Fig. 1: run 1, signal wires by layer
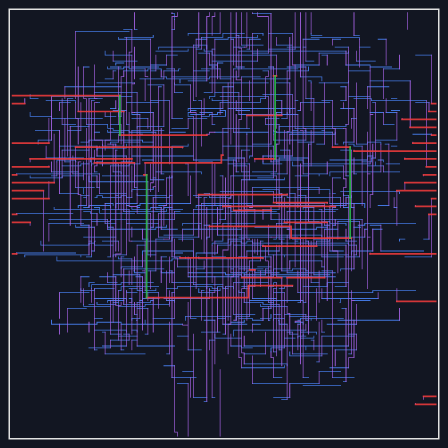
Fig. 2: run 1, gate families picked out
Scale bar: 20 µm.
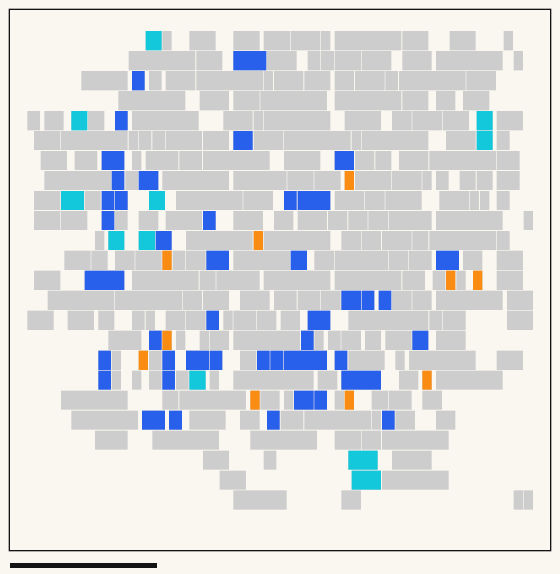
Fig. 3: run 1, clock nets
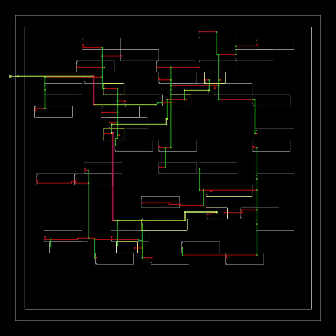
Fig. 4: run 1, ports around the boundary
Pins as bars across the die edge, other pins in gray.
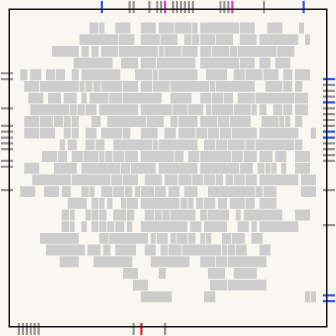
File: config.mk
export PLATFORM = sky130hd
export DESIGN_NAME = apb_timer_ctrl_flat
export DESIGN_NICKNAME = d
export VERILOG_FILES = /design/src/rtl/apb_timer_ctrl_if.sv /design/src/rtl/apb_timer_ctrl.sv /design/src/flat_wrapper.sv
export SDC_FILE = /design/constraint.sdc
export NUM_CORES = 1
export LEC_CHECK = 0
export CORE_MARGIN = 2
export CORE_UTILIZATION = 43
export CTS_CLUSTER_SIZE = 30
export DETAILED_ROUTE_END_ITERATION = 10
export GPL_ROUTABILITY_DRIVEN = 0
export PLACE_DENSITY = 0.86
export REMOVE_ABC_BUFFERS = 1
export SYNTH_ARGS = -nofsm -noshare
export SYNTH_HDL_FRONTEND = slang
export SYNTH_SLANG_ARGS = --single-unit
File: constraint.sdc
create_clock -name pclk -period 1.96 [get_ports pclk]
set_clock_uncertainty 0.15 [all_clocks]
set_input_delay 0.392 -clock pclk [delete_from_list [all_inputs] [get_ports pclk]]
set_output_delay 0.392 -clock pclk [all_outputs]
set_load 0.01 [all_outputs]
File: src/rtl/apb_timer_ctrl_if.sv
// ---------------------------------------------------------------------------
// apb_timer_ctrl_if
//   APB bus bundle between the timer sequencer (master) and the 8-bit APB
//   timer slave.
//   Signals:
//     psel, penable, pwrite  master -> slave  transfer controls
//     paddr[7:0]             master -> slave  register address
//     pwdata[7:0]            master -> slave  write data
//     prdata[7:0]            slave -> master  read data
//     pready                 slave -> master  transfer ready
//     pslverr                slave -> master  transfer error
// ---------------------------------------------------------------------------
interface apb_timer_ctrl_if;
  logic       psel;
  logic       penable;
  logic       pwrite;
  logic [7:0] paddr;
  logic [7:0] pwdata;
  logic [7:0] prdata;
  logic       pready;
  logic       pslverr;

  modport master (
    output psel, penable, pwrite, paddr, pwdata,
    input  prdata, pready, pslverr
  );

  modport slave (
    input  psel, penable, pwrite, paddr, pwdata,
    output prdata, pready, pslverr
  );
endinterface

File: src/rtl/apb_timer_ctrl.sv
// ---------------------------------------------------------------------------
// apb_timer_ctrl
//   APB master sequencer for the 8-bit APB timer slave (TCR @0x00,
//   TSR @0x01, TDR @0x02). A start programs TDR, loads and enables the
//   counter, then polls TSR; every overflow/underflow found is reported as a
//   one-cycle pulse, counted, and cleared in TSR.
//   Ports:
//     pclk, preset_n      clock, asynchronous active-low reset
//     start, stop         command pulses (start only accepted while idle)
//     cfg_val             counter preload written to TDR
//     cfg_clk_s           clock select, TCR[1:0]
//     cfg_updown, cfg_ie  count direction TCR[5], interrupt enable TCR[3]
//     cfg_oneshot         stop the sequence after the first event
//     apb                 APB master port (interface)
//     busy                sequence in progress
//     evt_ovf, evt_udf    one-cycle pulses for TSR[0] / TSR[1]
//     evt_cnt             saturating event count since the last start
//     err                 sticky slave error / timeout flag
// ---------------------------------------------------------------------------
module apb_timer_ctrl #(
  parameter int POLL_GAP = 16,
  parameter int TIMEOUT  = 15,
  parameter int CNT_W    = 8
) (
  input  logic             pclk,
  input  logic             preset_n,
  input  logic             start,
  input  logic             stop,
  input  logic [7:0]       cfg_val,
  input  logic [1:0]       cfg_clk_s,
  input  logic             cfg_updown,
  input  logic             cfg_ie,
  input  logic             cfg_oneshot,
  apb_timer_ctrl_if.master apb,
  output logic             busy,
  output logic             evt_ovf,
  output logic             evt_udf,
  output logic [CNT_W-1:0] evt_cnt,
  output logic             err
);

  localparam int GAP_W = $clog2(POLL_GAP + 1);
  localparam int TMO_W = $clog2(TIMEOUT + 1);

  typedef enum logic [2:0] {
    S_IDLE, S_WR_TDR, S_WR_LOAD, S_WR_RUN,
    S_POLL_WAIT, S_RD_TSR, S_WR_CLR, S_WR_STOP
  } state_e;

  state_e           state_q, state_d;
  logic             access_q, access_d;
  logic [TMO_W-1:0] tmo_q, tmo_d;
  logic [GAP_W-1:0] gap_q, gap_d;
  logic             stop_pend_q, stop_pend_d;
  logic [7:0]       cfg_val_q, cfg_val_d;
  logic [1:0]       cfg_clk_s_q, cfg_clk_s_d;
  logic             cfg_updown_q, cfg_updown_d;
  logic             cfg_ie_q, cfg_ie_d;
  logic             cfg_oneshot_q, cfg_oneshot_d;
  logic             err_q, err_d;
  logic             evt_ovf_q, evt_ovf_d;
  logic             evt_udf_q, evt_udf_d;
  logic [CNT_W-1:0] evt_cnt_q, evt_cnt_d;

  logic             unused_prdata;
  assign unused_prdata = ^apb.prdata[7:2];

  // APB drive is decoded from the registered state only, so an async reset
  // forces every bus output low without waiting for a clock edge.
  always_comb begin
    apb.psel    = 1'b1;
    apb.pwrite  = 1'b1;
    apb.paddr   = 8'h00;
    apb.pwdata  = 8'h00;
    case (state_q)
      S_WR_TDR: begin
        apb.paddr  = 8'h02;
        apb.pwdata = cfg_val_q;
      end
      S_WR_LOAD: apb.pwdata = {1'b1, 1'b0, cfg_updown_q, 1'b0, cfg_ie_q, 1'b0, cfg_clk_s_q};
      S_WR_RUN:  apb.pwdata = {1'b0, 1'b0, cfg_updown_q, 1'b1, cfg_ie_q, 1'b0, cfg_clk_s_q};
      S_RD_TSR: begin
        apb.paddr  = 8'h01;
        apb.pwrite = 1'b0;
      end
      S_WR_CLR:  apb.paddr = 8'h01;
      S_WR_STOP: apb.paddr = 8'h00;
      default: begin
        apb.psel   = 1'b0;
        apb.pwrite = 1'b0;
      end
    endcase
    apb.penable = apb.psel & access_q;
  end

  // Sequencer next state. Transfer states share one SETUP/ACCESS engine;
  // a pending stop redirects to WR_STOP only once the current transfer has
  // completed, while a slave error or timeout abandons the sequence at once.
  always_comb begin
    state_d       = state_q;
    access_d      = access_q;
    tmo_d         = tmo_q;
    gap_d         = gap_q;
    stop_pend_d   = stop_pend_q;
    cfg_val_d     = cfg_val_q;
    cfg_clk_s_d   = cfg_clk_s_q;
    cfg_updown_d  = cfg_updown_q;
    cfg_ie_d      = cfg_ie_q;
    cfg_oneshot_d = cfg_oneshot_q;
    err_d         = err_q;
    evt_cnt_d     = evt_cnt_q;
    evt_ovf_d     = 1'b0;
    evt_udf_d     = 1'b0;

    if (stop && state_q != S_IDLE) stop_pend_d = 1'b1;

    case (state_q)
      S_IDLE: begin
        if (start) begin
          cfg_val_d     = cfg_val;
          cfg_clk_s_d   = cfg_clk_s;
          cfg_updown_d  = cfg_updown;
          cfg_ie_d      = cfg_ie;
          cfg_oneshot_d = cfg_oneshot;
          err_d         = 1'b0;
          evt_cnt_d     = '0;
          access_d      = 1'b0;
          tmo_d         = '0;
          state_d       = S_WR_TDR;
        end
      end
      S_POLL_WAIT: begin
        access_d = 1'b0;
        tmo_d    = '0;
        if (stop || stop_pend_q) begin
          state_d = S_WR_STOP;
        end else if (gap_q == GAP_W'(POLL_GAP - 1)) begin
          state_d = S_RD_TSR;
        end else begin
          gap_d = gap_q + 1'b1;
        end
      end
      default: begin
        if (!access_q) begin
          access_d = 1'b1;
          tmo_d    = '0;
        end else if (apb.pready) begin
          access_d = 1'b0;
          tmo_d    = '0;
          gap_d    = '0;
          if (apb.pslverr) begin
            err_d   = 1'b1;
            state_d = S_IDLE;
          end else begin
            case (state_q)
              S_WR_TDR:  state_d = S_WR_LOAD;
              S_WR_LOAD: state_d = S_WR_RUN;
              S_WR_RUN:  state_d = S_POLL_WAIT;
              S_RD_TSR: begin
                evt_ovf_d = apb.prdata[0];
                evt_udf_d = apb.prdata[1];
                if ((|apb.prdata[1:0]) && (evt_cnt_q != {CNT_W{1'b1}})) begin
                  evt_cnt_d = evt_cnt_q + 1'b1;
                end
                state_d = (apb.prdata[1:0] == 2'b00) ? S_POLL_WAIT : S_WR_CLR;
              end
              S_WR_CLR:  state_d = cfg_oneshot_q ? S_WR_STOP : S_POLL_WAIT;
              default:   state_d = S_IDLE;
            endcase
            if ((stop || stop_pend_q) && state_q != S_WR_STOP) state_d = S_WR_STOP;
          end
        end else if (tmo_q == TMO_W'(TIMEOUT - 1)) begin
          access_d = 1'b0;
          err_d    = 1'b1;
          state_d  = S_IDLE;
        end else begin
          tmo_d = tmo_q + 1'b1;
        end
      end
    endcase

    if (state_d == S_IDLE) stop_pend_d = 1'b0;
  end

  always_ff @(posedge pclk or negedge preset_n) begin
    if (!preset_n) begin
      state_q       <= S_IDLE;
      access_q      <= 1'b0;
      tmo_q         <= '0;
      gap_q         <= '0;
      stop_pend_q   <= 1'b0;
      cfg_val_q     <= 8'h00;
      cfg_clk_s_q   <= 2'b00;
      cfg_updown_q  <= 1'b0;
      cfg_ie_q      <= 1'b0;
      cfg_oneshot_q <= 1'b0;
      err_q         <= 1'b0;
      evt_ovf_q     <= 1'b0;
      evt_udf_q     <= 1'b0;
      evt_cnt_q     <= '0;
    end else begin
      state_q       <= state_d;
      access_q      <= access_d;
      tmo_q         <= tmo_d;
      gap_q         <= gap_d;
      stop_pend_q   <= stop_pend_d;
      cfg_val_q     <= cfg_val_d;
      cfg_clk_s_q   <= cfg_clk_s_d;
      cfg_updown_q  <= cfg_updown_d;
      cfg_ie_q      <= cfg_ie_d;
      cfg_oneshot_q <= cfg_oneshot_d;
      err_q         <= err_d;
      evt_ovf_q     <= evt_ovf_d;
      evt_udf_q     <= evt_udf_d;
      evt_cnt_q     <= evt_cnt_d;
    end
  end

  assign busy    = (state_q != S_IDLE);
  assign evt_ovf = evt_ovf_q;
  assign evt_udf = evt_udf_q;
  assign evt_cnt = evt_cnt_q;
  assign err     = err_q;

endmodule
File: src/flat_wrapper.sv
// flat-port wrapper written by rule: the top's interface ports become plain ports
module apb_timer_ctrl_flat 
#(
  parameter int POLL_GAP = 16,
  parameter int TIMEOUT  = 15,
  parameter int CNT_W    = 8
)
  (pclk, preset_n, start, stop, cfg_val, cfg_clk_s, cfg_updown, cfg_ie, cfg_oneshot, busy, evt_ovf, evt_udf, evt_cnt, err, apb_psel, apb_penable, apb_pwrite, apb_paddr, apb_pwdata, apb_prdata, apb_pready, apb_pslverr);
  apb_timer_ctrl_if apb_i ();
  input  logic pclk;
  input  logic preset_n;
  input  logic start;
  input  logic stop;
  input  logic [7:0] cfg_val;
  input  logic [1:0] cfg_clk_s;
  input  logic cfg_updown;
  input  logic cfg_ie;
  input  logic cfg_oneshot;
  output logic busy;
  output logic evt_ovf;
  output logic evt_udf;
  output logic [CNT_W-1:0] evt_cnt;
  output logic err;
  output wire logic [$bits(apb_i.psel)-1:0] apb_psel;
  output wire logic [$bits(apb_i.penable)-1:0] apb_penable;
  output wire logic [$bits(apb_i.pwrite)-1:0] apb_pwrite;
  output wire logic [$bits(apb_i.paddr)-1:0] apb_paddr;
  output wire logic [$bits(apb_i.pwdata)-1:0] apb_pwdata;
  input wire logic [$bits(apb_i.prdata)-1:0] apb_prdata;
  input wire logic [$bits(apb_i.pready)-1:0] apb_pready;
  input wire logic [$bits(apb_i.pslverr)-1:0] apb_pslverr;
  assign apb_psel = apb_i.psel;
  assign apb_penable = apb_i.penable;
  assign apb_pwrite = apb_i.pwrite;
  assign apb_paddr = apb_i.paddr;
  assign apb_pwdata = apb_i.pwdata;
  assign apb_i.prdata = apb_prdata;
  assign apb_i.pready = apb_pready;
  assign apb_i.pslverr = apb_pslverr;
  apb_timer_ctrl #(.POLL_GAP(POLL_GAP), .TIMEOUT(TIMEOUT), .CNT_W(CNT_W)) u_core (.pclk(pclk), .preset_n(preset_n), .start(start), .stop(stop), .cfg_val(cfg_val), .cfg_clk_s(cfg_clk_s), .cfg_updown(cfg_updown), .cfg_ie(cfg_ie), .cfg_oneshot(cfg_oneshot), .apb(apb_i), .busy(busy), .evt_ovf(evt_ovf), .evt_udf(evt_udf), .evt_cnt(evt_cnt), .err(err));
endmodule
==> GITHUB_STEP_SUMMARY, run 1 <==
## PnR job results

| Metric | Value |
|---|---|
| Status | `finished with violations` |
| Failing checks | `hold timing, setup timing` |
| Worst R2R Setup Slack | `-100 ps` |
| Startpoint types | `flip-flop` |
| Flop area | `950.9 µm²` |
| R2R depth | `8` |
| Hold_ws | `-14.42 ps` |
| Postcts setup bufs | `5` |
| Setup TNS Final | `-286.9 ps` |
| Final worst slack | `-96.44 ps` |
| Registers | `38` |
| CTS tree | `done` |
| Crit path buf inv count | `1` |
| Hold Path Class | `in -> async` |
| Critical path's slowest cell | `dfrtp_1` |
| Final slew viol count | `0` |
| HPWL after detailed placement | `3.569 mm` |
| Post-route cell area | `3128 µm²` |
| R2R Path Start | `u_core.gap_q[1]$_DFFE_PN0P_` |
| Setup Viol. Count Final | `6` |
| Post-Synthesis Cell Area | `2079 µm²` |
| Yosys warning count | `0` |
| Log Warnings | `34` |
| Sw Pwr | `1568 µW` |
| Flop share of the area | `30.40%` |
| Area share of fa/ha/maj cells after synthesis | `3.008%` |
| Fin cells | `352` |
| Pint | `2720 µW` |
| # IOs | `58` |
| Syn Area/Cell | `9.998 µm²` |
| Logic pwr share | `52.1%` |
| Hold Vio Cnt, Final | `38` |
| Critical path cell sequence | `ha_2 > and3_4 > ha_4 > nor3_2 > buf_4 > o21ai_2 > a211o_1 > o31a_1` |
| Compound Share, Synth | `16.13%` |
| Critical path's largest stage delay | `400 ps` |
| Tap cells | `54` |
| GR Overflow Total | `0` |
Back to the opening pictures, Fig. 1:
Key: red = M3 [wire length 379 µm]; purple = M2 [wire length 2910 µm]; blue = M1 [wire length 2390 µm]; green = M4 [wire length 57.8 µm]
Total GRT Usage: 19.98%
routed length per instance: 16.28 µm
via count: 1950

Back to the opening pictures, Fig. 2:
Key: orange = inv cells [cells 10]; cyan = and/or cells [cells 11, where widely spread]; blue = aoi and oai cells [cells 44]
Commonest Layout Cell: dfrtp_1
fraction of area in multi-input gates: 36.48%

Back to the opening pictures, Fig. 3:
Power Clock: 838 µW
TritonCTS Buffers: 5

Back to the opening pictures, Fig. 4:
Key: red = apb_pslverr [pins 1, direction input, edge south]; magenta = cfg_clk_s [pins 2, direction input, edge north]; blue = apb_paddr [pins 8, direction output, edge 6 east, 2 north]
Die Span Y: 73.54 µm
port bufs: 45
Die Width: 73.54 µm

## run 1: cells in the final DEF (no fill, tap or decap), drive strengths merged, types with 4 or more instances in the layout
master | netlist | layout
nor2 | 15 | 15
a22oi | 4 | 4
nand2b | 5 | 5
nor3 | 5 | 5
nand3 | 11 | 11
conb | 1 | 6
clkbuf | 3 | 10
o21ai | 15 | 15
ha | 5 | 5
and3 | 6 | 6
clkdlybuf4s50 | 0 | 30
dfrtp | 38 | 38
a21oi | 14 | 14
nand2 | 15 | 15
inv | 10 | 10
mux2 | 13 | 13
buf | 11 | 51
## run 1: metal layers
layer	GRT usage [%]	share of wire [%]	vias up
li1	-	-	906
met1	25.42	42	963
met2	32.74	51	73
met3	6.173	6.6	8
met4	5.859	0.99	0
met5	0	0	-
==> inputs of run 2 (changes only) <==
--- a/config.mk
+++ b/config.mk
@@ -5,6 +5,7 @@
 export SDC_FILE = /design/constraint.sdc
 export NUM_CORES = 1
 export LEC_CHECK = 0
+export CAP_MARGIN = 5
 export CORE_MARGIN = 2
 export CORE_UTILIZATION = 43
 export CTS_CLUSTER_SIZE = 30
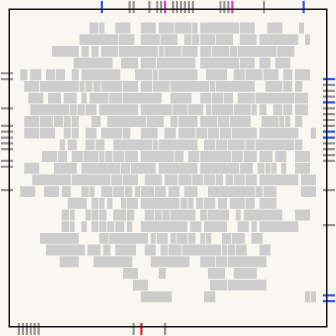
Fig. 5. Ports around the boundary (run 2).
Pins as bars across the die edge, other pins in gray.
Key: blue = apb_paddr [pins 8, direction output, edge 6 east, 2 north]; magenta = cfg_clk_s [pins 2, direction input, edge north]; red = apb_pslverr [pins 1, direction input, edge south]
All pins by edge: 19 east, 19 north, 11 west, 9 south.

==> GITHUB_STEP_SUMMARY, run 2 <==
## PnR job results

| Metric | Value |
|---|---|
| Most numerous cell in the Yosys netlist | `dfrtp_1` |
| CP Class | `reg -> reg` |
| Yosys warning count | `0 (unchanged)` |
| Postcts setup bufs | `5 (unchanged)` |
| Hold Vio Cnt, Final | `38 (unchanged)` |
| HPWL after detailed placement | `3.569 mm (unchanged)` |
| Max IR drop VDD | `0.5030 mV` |
| Critical path cell sequence | `ha_2 > and3_4 > ha_4 > nor3_2 > buf_4 > o21ai_2 > a211o_1 > o31a_1` |
| GR Overflow Total | `0 (unchanged)` |
| Critical Path RT | `1990 ps` |
| Met3 Usage GRT | `6.173% (unchanged)` |
| Setup TNS Final | `-286.9 ps (unchanged)` |
| Worst R2R Setup Slack | `-100 ps (about the same)` |
| Port bufs | `45 (unchanged)` |
| Met3 WL | `378 µm (unchanged)` |
| Final worst slack | `-96.44 ps (unchanged)` |
| Failing checks | `hold timing, setup timing` |
| Met1 Track Usage GR | `25.42% (unchanged)` |
| Final slew viol count | `0 (unchanged)` |
| Hold_ws | `-14.42 ps (unchanged)` |
| Crit path buf inv count | `1 (unchanged)` |
| Via count | `1950 (unchanged)` |
| TritonCTS Buffers | `5 (unchanged)` |
| Ant. Diodes | `0` |
| Startpoint types | `flip-flop` |
| Syn Area/Cell | `9.998 µm² (unchanged)` |
| Most numerous logic cells after layout | `dfrtp_1, buf_4, clkdlybuf4s50_1` |
| Fin cells | `352 (unchanged)` |
| Busiest grt layer | `met2` |
| Syn Inst Count | `208` |
| Critical path's slowest cell | `dfrtp_1` |
| Commonest Layout Cell | `dfrtp_1` |
| Dpl ws | `-252.5 ps` |
| Die Width | `73.54 µm (unchanged)` |
| Die area | `5408 µm²` |
| Total GRT Usage | `19.98% (unchanged)` |
| R2R Path Start | `u_core.gap_q[1]$_DFFE_PN0P_` |
| Status | `finished with violations` |
| Met2 Use GR | `32.74% (unchanged)` |
| Die Span Y | `73.54 µm (unchanged)` |
| Flop area | `950.9 µm² (unchanged)` |
| Post-route cell area | `3128 µm² (unchanged)` |
| DRT met1 WL | `2.387 mm (unchanged)` |
| WL met2 | `2.905 mm (unchanged)` |
| Setup Viol. Count Final | `6 (unchanged)` |
| Routed length per instance | `16.28 µm (unchanged)` |
| Post-Synthesis Cell Area | `2079 µm² (unchanged)` |
| R2R depth | `8 (unchanged)` |
| Top layer in use | `met4` |
| Worst Setup SP | `u_core.gap_q[1]$_DFFE_PN0P_` |
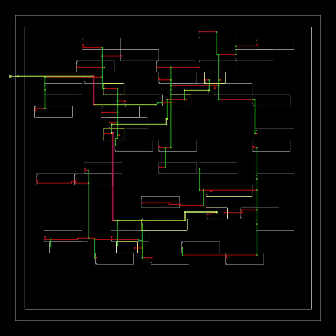
Fig. 6. Clock nets (run 2).
registers: 38
latest clock arrival within the worst-skew pair: 300 ps
CTS Sinks: 38

## run 2: logic make-up (layout without fill, tap and decap cells)
group	count (synthesis)	after routing	share of synthesized area, %
adders and majority gates	5	5	3.008
other	1	6	0.1803
muxes	14	14	7.521
buffers and inverters	24	109	6.137
AOI/OAI and AO/OA	51	51	16.13
DFF	38	38	45.73
and+or+nand+nor	71	71	19.62
xor gates and xnor gates	4	4	1.685
## run 2: area by class of cell
class / instances / area share [%]
multi-input combinational: 151 / 36.48
timing repair buffer: 91 / 25.20
sequential: 38 / 30.40
tap: 54 / 2.160
clock inverter: 2 / 1.920
clock buffer: 6 / 2.640
inverter: 10 / 1.200
## run 2: report_power, final
part / switching [µW] / internal [µW] / total (µW)
registers: 193 / 1020 / 1220
logic: 1080 / 1150 / 2230
clock network: 295 / 543 / 838
total: 1570 / 2720 / 4290
==> inputs of run 3 (changes only) <==
--- a/config.mk
+++ b/config.mk
@@ -5,13 +5,14 @@
 export SDC_FILE = /design/constraint.sdc
 export NUM_CORES = 1
 export LEC_CHECK = 0
+export ABC_AREA = 1
 export CAP_MARGIN = 5
 export CORE_MARGIN = 2
-export CORE_UTILIZATION = 43
+export CORE_UTILIZATION = 44
 export CTS_CLUSTER_SIZE = 30
 export DETAILED_ROUTE_END_ITERATION = 10
 export GPL_ROUTABILITY_DRIVEN = 0
-export PLACE_DENSITY = 0.86
+export PLACE_DENSITY = 0.87
 export REMOVE_ABC_BUFFERS = 1
 export SYNTH_ARGS = -nofsm -noshare
 export SYNTH_HDL_FRONTEND = slang
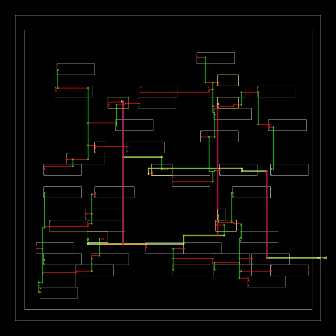
Fig. 7. Clock nets (run 3).
number of clock buffers in the layout: 6
Power Clock: 574 µW

==> GITHUB_STEP_SUMMARY, run 3 <==
## PnR job results

| Metric | Value |
|---|---|
| Status | `finished with violations` |
| Failing checks | `setup timing` |
| Dpl ws | `-73.45 ps (+179.1 ps)` |
| Yosys warning count | `0 (unchanged)` |
| Die Span Y | `74.32 µm (+1.1%)` |
| XOR/XNOR Fraction of Synth Area | `0.4025% (-1.3 points)` |
| Syn Area/Cell | `7.608 µm² (-24%)` |
| Final slew viol count | `0 (unchanged)` |
| Top layer in use | `met4` |
| WL met2 | `2.415 mm (-17%)` |
| CTS Sinks | `38 (unchanged)` |
| Syn Inst Count | `286 (+38%)` |
| Worst Setup SP | `u_core.state_q[0]$_DFF_PN0_` |
| Port bufs | `45 (unchanged)` |
| Ant. Diodes | `0 (unchanged)` |
| Via count | `2020 (+3.6%)` |
| TritonCTS Buffers | `5 (unchanged)` |
| Area share of fa/ha/maj cells after synthesis | `2.875% (-0.13 points)` |
| Basic Gates by Area | `32.49% (+13 points)` |
| Die area | `5523 µm² (+2.1%)` |
| R2R depth | `10 (+2)` |
| Setup Viol. Count Final | `1 (-5)` |
| Total GRT Usage | `19.60% (-0.38 points)` |
| Post-route cell area | `2895 µm² (-7.4%)` |
| DRT met1 WL | `2.144 mm (-10%)` |
| Hold Vio Cnt, Final | `0 (-100%)` |
| R2R Path Start | `u_core.state_q[0]$_DFF_PN0_` |
| Met2 Use GR | `33.43% (+0.69 points)` |
| Dominant combinational family | `simple AND/OR/NAND/NOR gates` |
| Final worst slack | `-14.97 ps (+81.46 ps)` |
| Postcts setup bufs | `5 (unchanged)` |
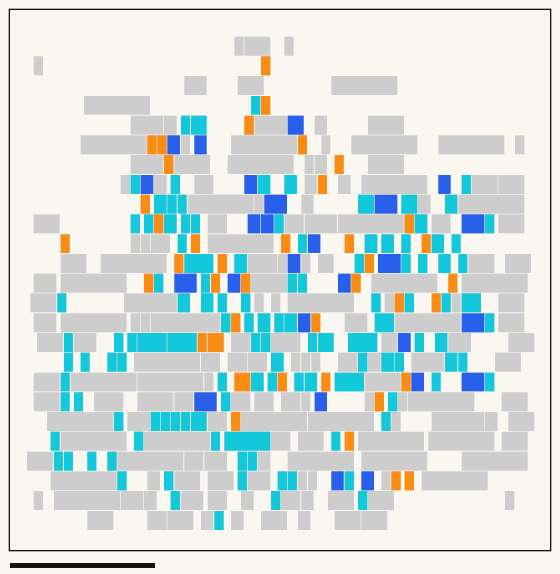
Fig. 8. Gate families picked out (run 3).
Scale bar: 20 µm.
Key: blue = aoi and oai cells [cells 26]; cyan = nand cells [cells 119]; orange = inv cells [cells 40]
fraction of area in multi-input gates: 35.74%
Commonest Layout Cell: nand2_1
fin cells: 420

run 3: report_power, final:
| part | total [µW] | internal [µW] | switching (µW) |
|---|---|---|---|
| Combinational | 2110 | 929 | 1180 |
| Clock | 574 | 283 | 291 |
| Sequential | 1300 | 1060 | 238 |
run 3: cell type report:
type | instances | area [µm²] | share of cell area [%]
Timing Repair Buffer | 66 | 574.3 | 19.84
Inverter | 40 | 155.1 | 5.359
Clock buffer | 6 | 82.58 | 2.852
Tap cell | 67 | 83.83 | 2.895
Sequential cell | 38 | 952.2 | 32.89
Multi-Input combinational cell | 201 | 1035 | 35.74
Clock inverter | 2 | 12.51 | 0.4322
run 3: worst max-delay path, stage by stage, from the launching register on:
cell and delay [ps]:
dfrtp_2 460, buf_4 160, inv_4 60, nand2_4 60, nand2_4 50, inv_1 60, dlygate4sd2_1 280

==> notes/layouts.md <==
Pictures saved along the way, in no particular order.

Where the registers sit.
Other sequential cells in the stronger gray, the rest of the logic in the fainter gray.
picture 1
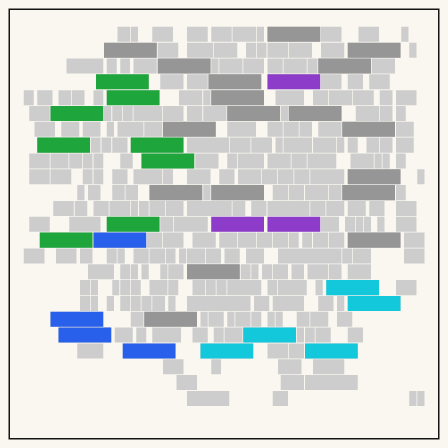
picture 2
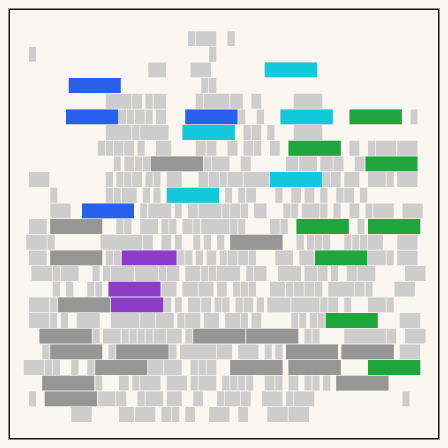
Picture 1 comes from run 2.
Picture 2 comes from run 3.
- most cells: picture 2

Key to picture 1:
Key: green = u_core.evt_cnt [flops 8]; cyan = u_core.gap_q [flops 5, where south-east]; blue = u_core.tmo_q [flops 4, where south-west]; purple = u_core.state_q [flops 3]
Another 18 sequential cells are not colored.

Power is estimated from default activity; no workload was simulated.
